File: config.mk
export PLATFORM = sky130hd
export DESIGN_NAME = sign_drain
export DESIGN_NICKNAME = d
export VERILOG_FILES = /design/src/rtl/sign_drain.sv
export SDC_FILE = /design/constraint.sdc
export NUM_CORES = 1
export LEC_CHECK = 0
export CAP_MARGIN = 10
export CORE_AREA = 2 2 417 419
export CTS_BUF_LIST = sky130_fd_sc_hd__clkbuf_16
export DETAILED_ROUTE_END_ITERATION = 8
export DIE_AREA = 0 0 419 421
export GPL_ROUTABILITY_DRIVEN = 0
export GPL_TIMING_DRIVEN = 0
export HOLD_SLACK_MARGIN = 0.03
export PLACE_DENSITY = 0.54
export SETUP_SLACK_MARGIN = 0.4
export SLEW_MARGIN = 10
export SYNTH_ARGS = -nofsm -noshare
export SYNTH_HDL_FRONTEND = slang
export SYNTH_SLANG_ARGS = --single-unit
File: constraint.sdc
create_clock -name clk -period 64.9 [get_ports clk]
set_input_delay 6.49 -clock clk [delete_from_list [all_inputs] [get_ports clk]]
set_output_delay 6.49 -clock clk [all_outputs]
set_load 0.05 [all_outputs]
File: src/rtl/sign_drain.sv
// Sign-bit read-out engine: waits for the counter bank to settle, snapshots all
// sign bits, clears the bank, then streams the packed snapshot as 32-bit words.
module sign_drain #(
    parameter int DIM    = 1024,
    parameter int SETTLE = 3
) (
    input  logic            clk,
    input  logic            rst,
    input  logic            start,
    input  logic [DIM-1:0]  sign_bits,
    output logic            clear_req,
    output logic            busy,
    output logic [31:0]     m_data,
    output logic            m_valid,
    output logic            m_last,
    input  logic            m_ready,
    output logic            done
);

    localparam int NW = DIM / 32;
    localparam int IW = (NW > 1) ? $clog2(NW) : 1;
    localparam int CW = 4;
    localparam logic [IW-1:0] LAST_IDX  = IW'(NW - 1);
    localparam logic [CW-1:0] SETTLE_M1 = CW'((SETTLE > 0) ? SETTLE - 1 : 0);

    typedef enum logic [2:0] {
        S_IDLE,
        S_SETTLE,
        S_CAPTURE,
        S_SEND,
        S_DONE
    } state_t;

    state_t          state_reg, state_next;
    logic [CW-1:0]   cnt_reg, cnt_next;
    logic [IW-1:0]   idx_reg, idx_next;
    logic [DIM-1:0]  snap_reg;
    logic [31:0]     words [NW];

    // Snapshot is stored already inverted, so a tie (sign 0) reads out as 1.
    for (genvar gi = 0; gi < NW; gi++) begin : g_words
        assign words[gi] = snap_reg[gi*32 +: 32];
    end

    always_comb begin
        state_next = state_reg;
        cnt_next   = cnt_reg;
        idx_next   = idx_reg;
        case (state_reg)
            S_IDLE: begin
                if (start) begin
                    if (SETTLE == 0) begin
                        state_next = S_CAPTURE;
                    end else begin
                        state_next = S_SETTLE;
                        cnt_next   = SETTLE_M1;
                    end
                end
            end
            S_SETTLE: begin
                if (cnt_reg == '0) begin
                    state_next = S_CAPTURE;
                end else begin
                    cnt_next = cnt_reg - 1'b1;
                end
            end
            S_CAPTURE: begin
                idx_next   = '0;
                state_next = S_SEND;
            end
            S_SEND: begin
                if (m_ready) begin
                    if (idx_reg == LAST_IDX) begin
                        state_next = S_DONE;
                    end else begin
                        idx_next = idx_reg + 1'b1;
                    end
                end
            end
            S_DONE:  state_next = S_IDLE;
            default: state_next = S_IDLE;
        endcase
    end

    always_ff @(posedge clk) begin
        if (rst) begin
            state_reg <= S_IDLE;
            cnt_reg   <= '0;
            idx_reg   <= '0;
        end else begin
            state_reg <= state_next;
            cnt_reg   <= cnt_next;
            idx_reg   <= idx_next;
        end
    end

    always_ff @(posedge clk) begin
        if (state_reg == S_CAPTURE) begin
            snap_reg <= ~sign_bits;
        end
    end

    assign clear_req = (state_reg == S_CAPTURE);
    assign busy      = (state_reg != S_IDLE);
    assign m_valid   = (state_reg == S_SEND);
    assign m_last    = m_valid && (idx_reg == LAST_IDX);
    assign m_data    = m_valid ? words[idx_reg] : 32'h0;
    assign done      = (state_reg == S_DONE);

endmodule

Supply network:
Scale bar: 100 um. Pins as bars on the die edge.
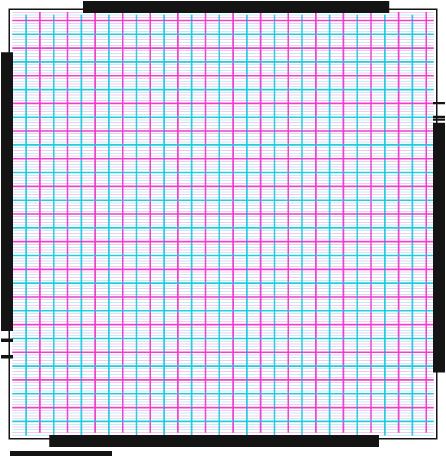
magenta -> VDD
cyan -> VSS
rows = 153
met1 rails = 154
met4 straps = 30
met5 straps = 30
signal pins = 1065
DIE HEIGHT: 421 um
maximum vdd ir drop: 0.0196 mV
Die Wd: 419 um
placeable core area: 0.172 sq mm

Cell classes on the final placement:
Scale bar: 100 um.
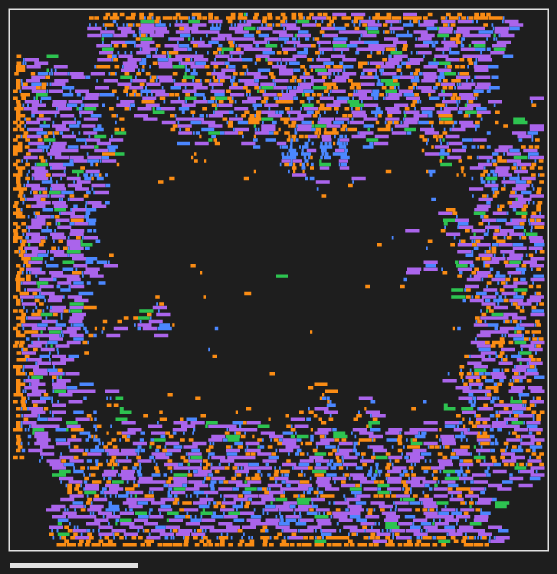
blue -> combinational and other logic  # cells 1638
green -> clock drivers and dummy loads  # cells 218
purple -> flops  # cells 1036
orange -> other buffers and delay cells  # cells 1209
cell area after layout: 0.0616 sq mm
sequential cell area share: 50.3%

Clock distribution:
Scale bar: 100 um.
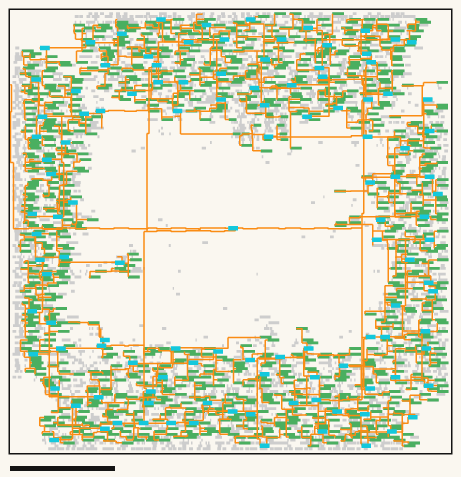
orange -> clock wires  # length 14900 um
green -> flip-flops  # count 1036
cyan -> clock drivers  # count 117
flops lie = widely spread
clock network latency to the later pin of the worst-skew pair: 0.74 ns
power attributed to the clock group: 0.681 mW

Wiring by layer:
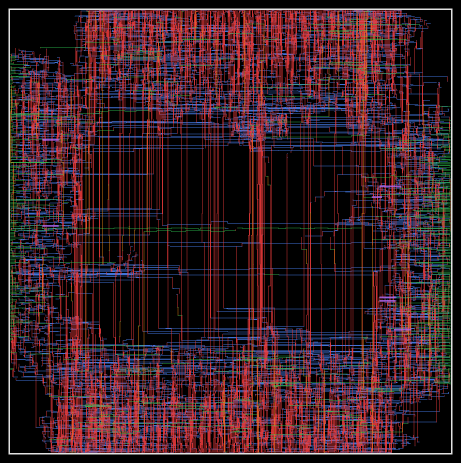
red -> metal 2  # wire length 92.0 mm
blue -> metal 1  # wire length 64.5 mm
orange -> metal 4  # wire length 4730 um
purple -> metal 5  # wire length 97.5 um
green -> metal 3  # wire length 9830 um
final routed wirelength across all metal layers: 171000 um
Wirelength per Cell: 26.5 um
via count: 27200
All-Layer GR Usage: 19.1%

Congestion heat map:
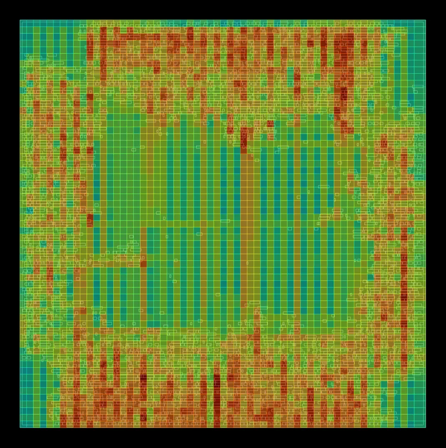
most used routing layer in global routing: met2
met1 usage in global routing: 22.2%

==> datasheet_impl.txt <==
Table: implementation figures

Parameter                              Value

Run status
  Result of the run .................. complete, no violations

Worst hold path
  Path category of the worst min-delay check .................. reg2reg
  Startpoint of the worst hold path .................. cnt_reg[1]

Synthesis
  AND-OR/OR-AND Cells, Area Fraction .................. 4.10%
  Cells after synthesis .................. 2779
  Synthesis-stage register bit count .................. 1036
  Ys flop type .................. edfxtp_1
  Parity-gate share of the synthesized area counting xor and xnor cells .................. 0.0405%
  AND/OR/NAND/NOR Cells, Area Fraction .................. 0.573%
  Number of flops mapped to enable cells by yosys .................. 1024
  Share of async-settable or async-resettable flops after synthesis .................. 0%

Run
  Count of max-cap constraint violations .................. 0
  Total number of warnings across the stage logs .................. 27

Floorplanning
  Starting Density .................. 25.1%
  Count of inserted tapcells .................. 2325

Critical path
  Cell family with most CP delay .................. buffers and inverters
  Arrival @ worst endpoint .................. 5.55 ns
  Worst path depth .................. 7
  Slowest stage cell, crit path .................. clkdlybuf4s50_1
  Worst setup endpoint .................. m_data[14]
  R2r worst-path depth .................. 9
  Crit-path cells .................. buf_4, nor2_2, clkbuf_2, clkbuf_1, a22oi_1, a211oi_1, clkdlybuf4s50_1
  Worst R2R Start .................. state_reg[0]
  Reg2reg end .................. snap_reg[1016]
  Element type at the critical path start .................. flip-flop
  Max stage delay on crit path .................. 1.17 ns
  Critical Path Fanout Max .................. 10

GRT
  Via count of the first global-routing pass .................. 28300
  Overflow left after global routing .................. 0
  Wire length of the first global-routing pass .................. 228000 um

Clocking
  Count of buffers added by post-CTS timing repair for setup .................. 0
  Clock tree from TritonCTS .................. yes
  H-tree depth .................. 3

Placed design
  Count of port buffers added during placement .................. 1064

Layout
  Final-layout non-clock buffer area share .................. 19.5%
  Share of post-route cells with drive strength above 1 .................. 11.8%
  Non-filler instance count after layout .................. 6452
  Flip-flop and latch area .................. 0.0310 sq mm
  Count of non-CTS buffers in the layout .................. 1209
  Leading cell kind .................. flip-flops and latches
  Total area of multi-input combinational cells .................. 0.00791 sq mm
  Inverters .................. 1029
  Top cells excl fill/tap .................. clkdlybuf4s50_1 (1064), inv_1 (1052), edfxtp_1 (1024)
  Nets .................. 5034
  Layout clock buffers .................. 118

STA
  Final Worst Setup Slack .................. 52.86 ns
  RSZ-0062 raised after global routing .................. no
  Normalized max-slew margin .................. 15.7%

Power and ir drop
  Sequential share of power .................. 48.9%

Drt
  Tally of nets with antenna violations remaining after routing .................. 0
-- per-layer routing --
metal  GRT usage, %  part of all wire, %
met5              0                0.057
met4           6.97                  2.8
met3           3.44                  5.7
met2           34.6                   54
met1           22.2                   38
-- cells in the mapped netlist, types with 2 or more instances --
library cell	instances	area [sq um]
a2111oi_0	23	201
a2111oi_2	8	120
a211oi_1	33	248
a21oi_1	35	175
a22o_1	31	272
a22oi_1	31	233
and2_0	2	12.5
and2_1	2	12.5
buf_1	6	22.5
buf_2	7	35.0
buf_4	16	120
buf_6	20	225
clkbuf_1	55	206
dfxtp_1	12	240
edfxtp_1	1024	30700
ha_1	4	50.1
inv_1	1029	3860
mux2i_1	136	1360
mux4_2	192	4320
nand2b_1	2	12.5
nand3_1	3	15.0
nand3b_1	4	30.0
nor2_1	12	45.0
nor2b_1	2	12.5
nor3_1	7	35.0
nor3b_1	3	22.5
nor4_1	2	12.5
o21ai_0	2	10.0
o221ai_1	31	272
o22ai_1	32	200
or3_1	2	12.5
xnor2_1	2	17.5
-- power groups by stage --
stage | Combinational, mW | Clock [mW] | Sequential (mW)
floorplan | 0.103 | 0 | 1.03
global placement | 0.218 | 0 | 1.10
detailed placement | 0.242 | 0 | 0.894
CTS | 0.244 | 0.699 | 0.881
global route | 0.256 | 0.722 | 0.887
finish | 0.238 | 0.681 | 0.881
-- cell families (layout without fill, tap and decap cells) --
group,Yosys count,after routing
buf+inv,1134,2456
xor+xnor,2,2
fa+ha+maj,4,4
other cells,0,26
simple gates,45,45
compound gates,230,230
mux,328,328
flops,1036,1036
No activity file was given, so power comes from the tool's default toggle rates.
